**Power grid**

Pins as bars on the die edge. Tap cells in gray.
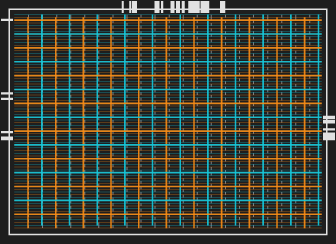
**Cells colored by class**

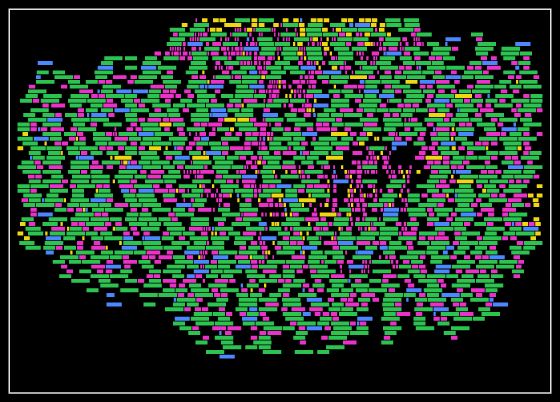
**Clock wires, drivers and flops**

Scale bar: 100 µm.
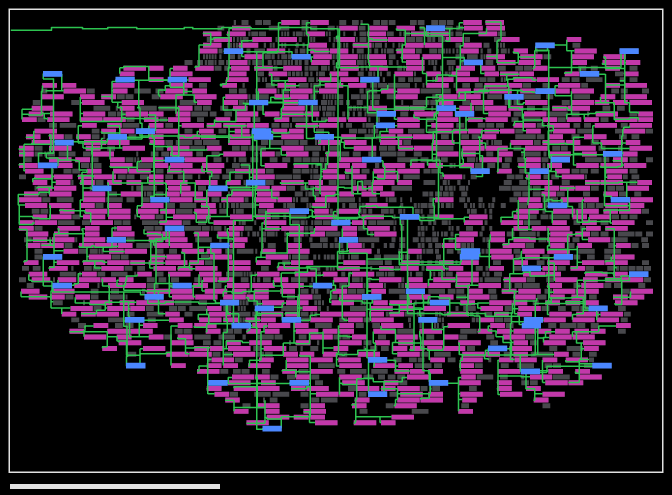
**Metal layers overlaid**

Scale bar: 100 µm.
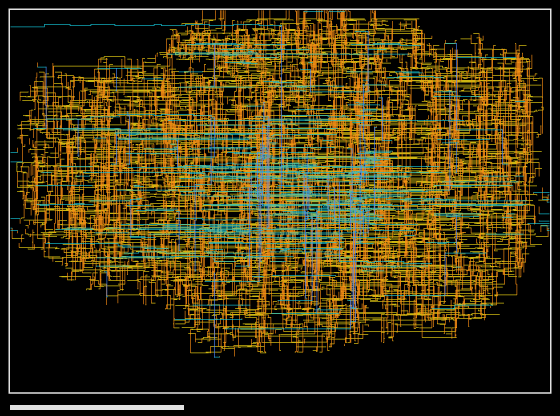
**Track usage over the die**

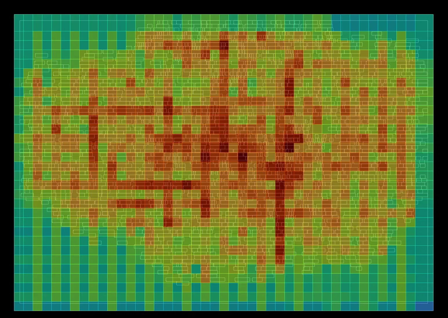
### config.mk
export PLATFORM = sky130hd
export DESIGN_NAME = hub75_line_capture
export DESIGN_NICKNAME = d
export VERILOG_FILES = /design/src/rtl/hub75_pkg.sv /design/src/rtl/hub75_sync.sv /design/src/rtl/hub75_line_capture.sv
export SDC_FILE = /design/constraint.sdc
export NUM_CORES = 1
export LEC_CHECK = 0
export ABC_CLOCK_PERIOD_IN_PS = 48100
export CAP_MARGIN = 15
export CORE_ASPECT_RATIO = 0.7
export CORE_MARGIN = 4
export CORE_UTILIZATION = 50
export CTS_CLUSTER_DIAMETER = 50
export DETAILED_ROUTE_END_ITERATION = 8
export GPL_TIMING_DRIVEN = 0
export PLACE_DENSITY = 0.76
export SKIP_LAST_GASP = 1
export SLEW_MARGIN = 20
export SYNTH_ARGS = -nofsm -noshare
export SYNTH_HDL_FRONTEND = slang
export SYNTH_SLANG_ARGS = --single-unit
### constraint.sdc
create_clock -name clk -period 48.1 [get_ports clk]
set_input_delay 9.62 -clock clk [delete_from_list [all_inputs] [get_ports clk]]
set_output_delay 9.62 -clock clk [all_outputs]
set_load 0.02 [all_outputs]
### src/rtl/hub75_pkg.sv
// Shared constants and types for the HUB75 receive-side line capture.
package hub75_pkg;

  localparam int COLS     = 64;
  localparam int ROW_W    = 5;
  localparam int PLANES   = 4;
  localparam int COL_W    = $clog2(COLS) + 1;
  localparam int IDX_W    = $clog2(COLS);
  localparam int PLANE_W  = 2;
  localparam int ON_W     = 16;
  localparam int LAST_ROW = (1 << ROW_W) - 1;

  typedef enum logic {
    IDLE  = 1'b0,
    DRAIN = 1'b1
  } drain_state_t;

  typedef struct packed {
    logic [2:0] rgb0;
    logic [2:0] rgb1;
  } pixel_t;

  // Plane advances only while the same row is latched repeatedly.
  function automatic logic [PLANE_W-1:0] next_plane(
    input logic               have_prev,
    input logic               same_row,
    input logic [PLANE_W-1:0] plane
  );
    if (!have_prev || !same_row) return '0;
    if (plane == PLANE_W'(PLANES - 1)) return '0;
    return plane + 1'b1;
  endfunction

endpackage

### src/rtl/hub75_sync.sv
// Two-flop synchronizer with a rising-edge detect on the synchronized value.
module hub75_sync #(
  parameter int             W       = 1,
  parameter logic [W-1:0]   RST_VAL = '0
) (
  input  logic         clk,
  input  logic         rst,
  input  logic [W-1:0] d,
  output logic [W-1:0] q,
  output logic [W-1:0] rise
);

  logic [W-1:0] meta_reg;
  logic [W-1:0] sync_reg;
  logic [W-1:0] prev_reg;

  always_ff @(posedge clk or negedge rst) begin
    if (!rst) begin
      meta_reg <= RST_VAL;
      sync_reg <= RST_VAL;
      prev_reg <= RST_VAL;
    end else begin
      meta_reg <= d;
      sync_reg <= meta_reg;
      prev_reg <= sync_reg;
    end
  end

  assign q    = sync_reg;
  assign rise = sync_reg & ~prev_reg;

endmodule

### src/rtl/hub75_line_capture.sv
// Rebuilds HUB75 panel lines from the sampled bus and drains each latched
// line as addressed pixel writes; also measures NOE on-time per line.
module hub75_line_capture
  import hub75_pkg::*;
(
  input  logic                 clk,
  input  logic                 rst,
  input  logic                 lp_clk,
  input  logic                 latch,
  input  logic                 noe,
  input  logic [ROW_W-1:0]     row,
  input  logic [2:0]           rgb0,
  input  logic [2:0]           rgb1,
  output logic                 wr_valid,
  input  logic                 wr_ready,
  output logic [ROW_W+5:0]     wr_addr,
  output logic [5:0]           wr_data,
  output logic [PLANE_W-1:0]   wr_plane,
  output logic                 frame_done,
  output logic [ON_W-1:0]      on_cycles,
  output logic                 err_len,
  output logic                 err_ovf
);

  logic              lp_s, lp_rise;
  logic              latch_s, latch_rise;
  logic              noe_s, noe_rise;
  logic [ROW_W+5:0]  bus_s, bus_rise;
  logic              unused_sync;

  hub75_sync #(.W(1), .RST_VAL(1'b0)) u_lp_sync (
    .clk(clk), .rst(rst), .d(lp_clk), .q(lp_s), .rise(lp_rise)
  );
  hub75_sync #(.W(1), .RST_VAL(1'b0)) u_latch_sync (
    .clk(clk), .rst(rst), .d(latch), .q(latch_s), .rise(latch_rise)
  );
  hub75_sync #(.W(1), .RST_VAL(1'b1)) u_noe_sync (
    .clk(clk), .rst(rst), .d(noe), .q(noe_s), .rise(noe_rise)
  );
  hub75_sync #(.W(ROW_W + 6), .RST_VAL('0)) u_bus_sync (
    .clk(clk), .rst(rst), .d({row, rgb0, rgb1}), .q(bus_s), .rise(bus_rise)
  );

  assign unused_sync = ^{lp_s, latch_s, noe_rise, bus_rise};

  logic [ROW_W-1:0] row_s;
  pixel_t           pix_s;
  assign row_s = bus_s[ROW_W+5:6];
  assign pix_s = pixel_t'(bus_s[5:0]);

  drain_state_t       state_reg;
  logic [COL_W-1:0]   col_cnt_reg;
  logic               line_bad_reg;
  logic [IDX_W-1:0]   dcol_reg;
  logic [ROW_W-1:0]   wr_row_reg;
  logic [PLANE_W-1:0] wr_plane_reg;
  pixel_t             wr_data_reg;
  logic               wr_valid_reg;
  logic               frame_done_reg;
  logic [ROW_W-1:0]   prev_row_reg;
  logic               have_prev_reg;
  logic [PLANE_W-1:0] plane_reg;
  logic [ON_W-1:0]    timer_reg;
  logic [ON_W-1:0]    on_cycles_reg;
  logic               err_len_reg;
  logic               err_ovf_reg;

  pixel_t buf_a [COLS];
  pixel_t buf_b [COLS];
  pixel_t a_view [COLS];

  logic               shift_ok, shift_ovf, busy, line_ok, accept;
  logic [COL_W-1:0]   col_eff;
  logic [PLANE_W-1:0] plane_new;
  logic [IDX_W-1:0]   dcol_inc;

  // A shift landing in the same cycle as the latch counts toward that line.
  assign shift_ok  = lp_rise && (col_cnt_reg < COL_W'(COLS));
  assign shift_ovf = lp_rise && (col_cnt_reg == COL_W'(COLS));
  assign col_eff   = col_cnt_reg + COL_W'(shift_ok);
  assign busy      = (state_reg != IDLE);
  assign line_ok   = (col_eff == COL_W'(COLS)) && !line_bad_reg && !shift_ovf;
  assign accept    = latch_rise && !busy && line_ok;
  assign plane_new = next_plane(have_prev_reg, row_s == prev_row_reg, plane_reg);
  assign dcol_inc  = dcol_reg + 1'b1;

  for (genvar gi = 0; gi < COLS; gi++) begin : g_col
    logic hit;
    assign hit        = shift_ok && (col_cnt_reg[IDX_W-1:0] == IDX_W'(gi));
    assign a_view[gi] = hit ? pix_s : buf_a[gi];

    always_ff @(posedge clk) begin
      if (hit) buf_a[gi] <= pix_s;
      if (accept) buf_b[gi] <= a_view[gi];
    end
  end

  always_ff @(posedge clk or negedge rst) begin
    if (!rst) begin
      state_reg      <= IDLE;
      col_cnt_reg    <= '0;
      line_bad_reg   <= 1'b0;
      dcol_reg       <= '0;
      wr_row_reg     <= '0;
      wr_plane_reg   <= '0;
      wr_data_reg    <= '0;
      wr_valid_reg   <= 1'b0;
      frame_done_reg <= 1'b0;
      prev_row_reg   <= '0;
      have_prev_reg  <= 1'b0;
      plane_reg      <= '0;
      timer_reg      <= '0;
      on_cycles_reg  <= '0;
      err_len_reg    <= 1'b0;
      err_ovf_reg    <= 1'b0;
    end else begin
      frame_done_reg <= 1'b0;

      if (shift_ok) col_cnt_reg <= col_cnt_reg + 1'b1;
      if (shift_ovf) begin
        err_len_reg  <= 1'b1;
        line_bad_reg <= 1'b1;
      end

      if (latch_rise) begin
        on_cycles_reg <= timer_reg;
        timer_reg     <= '0;
      end else if (!noe_s && (timer_reg != '1)) begin
        timer_reg <= timer_reg + 1'b1;
      end

      // Every latch restarts the column count and feeds plane tracking,
      // whether or not the line itself is kept.
      if (latch_rise) begin
        col_cnt_reg   <= '0;
        line_bad_reg  <= 1'b0;
        prev_row_reg  <= row_s;
        have_prev_reg <= 1'b1;
        plane_reg     <= plane_new;
        if (busy) err_ovf_reg <= 1'b1;
        if (!line_ok) err_len_reg <= 1'b1;
      end

      case (state_reg)
        IDLE: begin
          if (accept) begin
            state_reg    <= DRAIN;
            wr_valid_reg <= 1'b1;
            wr_row_reg   <= row_s;
            wr_plane_reg <= plane_new;
            dcol_reg     <= '0;
            wr_data_reg  <= a_view[0];
          end
        end
        DRAIN: begin
          if (wr_ready) begin
            if (dcol_reg == IDX_W'(COLS - 1)) begin
              state_reg      <= IDLE;
              wr_valid_reg   <= 1'b0;
              frame_done_reg <= (wr_row_reg == ROW_W'(LAST_ROW)) &&
                                (wr_plane_reg == PLANE_W'(PLANES - 1));
            end else begin
              dcol_reg    <= dcol_inc;
              wr_data_reg <= buf_b[dcol_inc];
            end
          end
        end
        default: state_reg <= IDLE;
      endcase
    end
  end

  assign wr_valid   = wr_valid_reg;
  assign wr_addr    = {wr_row_reg, dcol_reg};
  assign wr_data    = wr_data_reg;
  assign wr_plane   = wr_plane_reg;
  assign frame_done = frame_done_reg;
  assign on_cycles  = on_cycles_reg;
  assign err_len    = err_len_reg;
  assign err_ovf    = err_ovf_reg;

endmodule
==> results.txt <==
Entry: Yosys synthesis followed by OpenROAD place and route.

CTS:
- TritonCTS built the clock tree.
- The tree is rooted in a clkbuf_16.
- The run puts the hold buffer count at cts at 0.
- The run puts the number of H-tree levels at 3.
- The run puts the largest buffer count on any clock path at 3.

GRT:
- The run gives the via count of the first global-routing pass as between 15000 and 20000.
- The run puts the number of antenna violations at the first check in global routing at 4.

Logic synthesis:
- Per the synthesis report, the AND-OR/OR-AND share of the synthesized area is 0.0163.
- Counting flops and latches in the post-synthesis netlist gives around 870.
- The run puts the total of warnings raised by yosys at 0.
- Of all flip-flops after synthesis, the portion carrying an async set or reset was 0.117.
- The run puts the multiplexer share of the synthesized area at 0.216.
- The run puts the fraction of post-synthesis cell area in the top cell type by area at 0.361.
- Per the post-synthesis report, the nets total approximately 2000.
- Of the total synthesized cell area, the portion taken by XOR and XNOR cells is 0.00815.
- The run gives the area of the mapped netlist as ~32000 µm².
- After technology mapping, the gate count stands at 1997.
- For reference, the top cells by count after synthesis are dfxtp_1 (384), edfxtp_1 (384), mux2_2 (378).
- Yosys mapped a number of flops with a built-in enable equal to roughly 380.
- The run puts the number of library cell types mapped by synthesis at 65.
- Per Yosys stat, the portion of area used by sequential elements is 0.682.

Flow run:
- The run puts the max-cap check violation count at 0.
- The run gives the tool warning count as 29.

Floorplanning:
- The total area inside the core boundary comes to ~63000 µm².
- The run puts the number of primary I/O pins at approximately 56.
- The run puts the die width at just over 300 µm.
- The floorplan step defined a die boundary enclosing ~68000 µm².
- The run gives the number of standard-cell rows in the floorplan as 77.
- At the floorplan stage, the core utilization is reported as 0.505.

Setup path:
- The signal on the critical path passes through clkdlybuf4s50_1.
- OpenSTA lists the critical path startpoint as dcol_reg[1]$_DFFE_PN0P_.
- The run gives the delay of the slowest cell on the worst path as 0.69 ns.
- The run gives the family with the most delay on the worst path as buffers and inverters.
- Per the timing report, the most critical flop-to-flop path finishes at buf_b[39][0]$_DFFE_PP_.
- The run puts the total buffers and inverters traversed by the critical path at 1.
- Of all nets on the critical path, the largest fanout is 10.
- The run gives the worst path arrival time as a little under 2 ns.
- The launch point of the worst register-to-register path is recorded as u_lp_sync.prev_reg$_DFF_PN0_.
- The run gives the number of gates on the worst path with buffers counted as 1.
- The run gives the worst setup slack for register-to-register paths as about 44 ns.
- The run puts the depth of the worst register-to-register path at 15.
- STA classifies the critical path endpoint as an output pin.
- The run gives the cell with the largest stage delay on the worst path as clkdlybuf4s50_1.
- The run gives the required time of the worst setup path as 38.48 ns.

Power and ir drop:
- The power report attributes to the combinational group a share of 0.144.
- The run puts the switching power total at about 0.43 mW.
- Summed over the clock group, the power is between 0.6 and 0.7 mW.
- The run puts the power density normalized to cell area at 45.0 nW/µm².
- The share of total power dissipated in the clock network is 0.369.
- The biggest slice of the total power is consumed by registers.
- Per report_power, the Combinational row totals about 0.24 mW.
- The run puts the total chip power at roughly 1.6 mW.
- The run gives the switching share of power as 0.264.
- The run puts the leakage power at roughly 14 nW.
- The run gives the internal power of the cells as approximately 1.2 mW.

STA:
- The run gives the worst hold-check slack as 0.347 ns.
- The run gives the minimum setup slack in the final design as between 30 and 40 ns.
- Setup repair after global routing left no endpoint under its margin.
- Subtracting the final worst setup slack from the clock period gives ~12 ns.
- On the final layout, the worst clock skew is 0.0280 ns.
- The run gives the transition time at the pin with the least slew margin as roughly 1.2 ns.
- The run gives the number of endpoints with negative hold slack in the final report as 0.
- The run gives the portion of the clock cycle consumed by the worst path in the final layout as 0.240.
- For the final routed database, the setup TNS stands at 0 ns.
- The run gives the final tally of setup violations as 0.
- The run gives the final tally of max-slew violations as 0.

Finish:
- Per the final report, the share of cell area in non-clock buffers is 0.0415.
- The run gives the multi-input combinational cell count as between 900 and 1000.
- After routing the design area is 36500 µm².
- The run gives the portion of the layout cell area used by clock cells as 0.0683.
- Leaving out fill and tap cells, the most frequent cells in the layout are dfxtp_1 (384), edfxtp_1 (384), mux2_2 (378).
- The largest registers in the layout are buf_a x384, buf_b x384.
- The run gives the logic share of the area as 0.263.
- The run puts the non-clock inverter total of the final layout at 15.
- The run gives the area taken by flip-flops and latches as approximately 22000 µm².
- The run puts the flop count at 870.

Detailed routing:
- The run puts the met2 wirelength from detailed routing at about 33 mm.
- Routed signal wires occupy layers up through met4.
- The run puts the post-detailed-route count of antenna-violating nets at 0.
- The wire length recorded after detailed routing is between 70 and 80 mm.
- Wire segments on met3 add up to 8.10 mm in the final route.
- The run gives the via count as between 15000 and 20000.

Place:
- Setup slack on the worst path after placement came out at between 30 and 40 ns.
- The run gives the final weighted congestion in routability-driven placement as between 0.9 and 1.

Worst hold path:
- The tightest min-delay check is of the reg -> reg type.
- STA shows the worst min-delay path finishing at u_bus_sync.q[8]$_DFF_PN0_.
- The run gives the launch point of the worst hold path as u_bus_sync.meta_reg[8]$_DFF_PN0_.

Outcome:
- The flow ran to the end, and the final reports show no timing, DRC or antenna violations.
Back to the opening pictures, 'power grid':
Key: VSS = orange; VDD = cyan
22 straps on met4. 829 tap cells. 78 met1 rails follow the rows.

Back to the opening pictures, 'cells colored by class':
Key: all other logic = magenta [cells 1010]; clock drivers and dummy loads = blue [cells 144]; other buffers and delay cells = yellow [cells 190]; flip-flops = green [cells 870]

Back to the opening pictures, 'clock wires, drivers and flops':
Key: cells driving clock nets = blue [count 77]; clock wires = green [length 9160 µm]; flip-flops = magenta [count 870]
Position of the flops: all over the die.

Back to the opening pictures, 'metal layers overlaid':
Key: met1 = yellow [wire length 32.7 mm]; met2 = orange [wire length 33.1 mm]; met3 = cyan [wire length 8100 µm]; met4 = blue [wire length 1840 µm]

Back to the opening pictures, 'track usage over the die':
global-route usage over all layers: 0.225
busiest grt layer: met2
Routed WL per cell: 24.9 µm
met1 track demand over resource in global routing: 0.326
GR Util met3: 0.0742

No activity file was given, so power comes from the tool's default toggle rates.
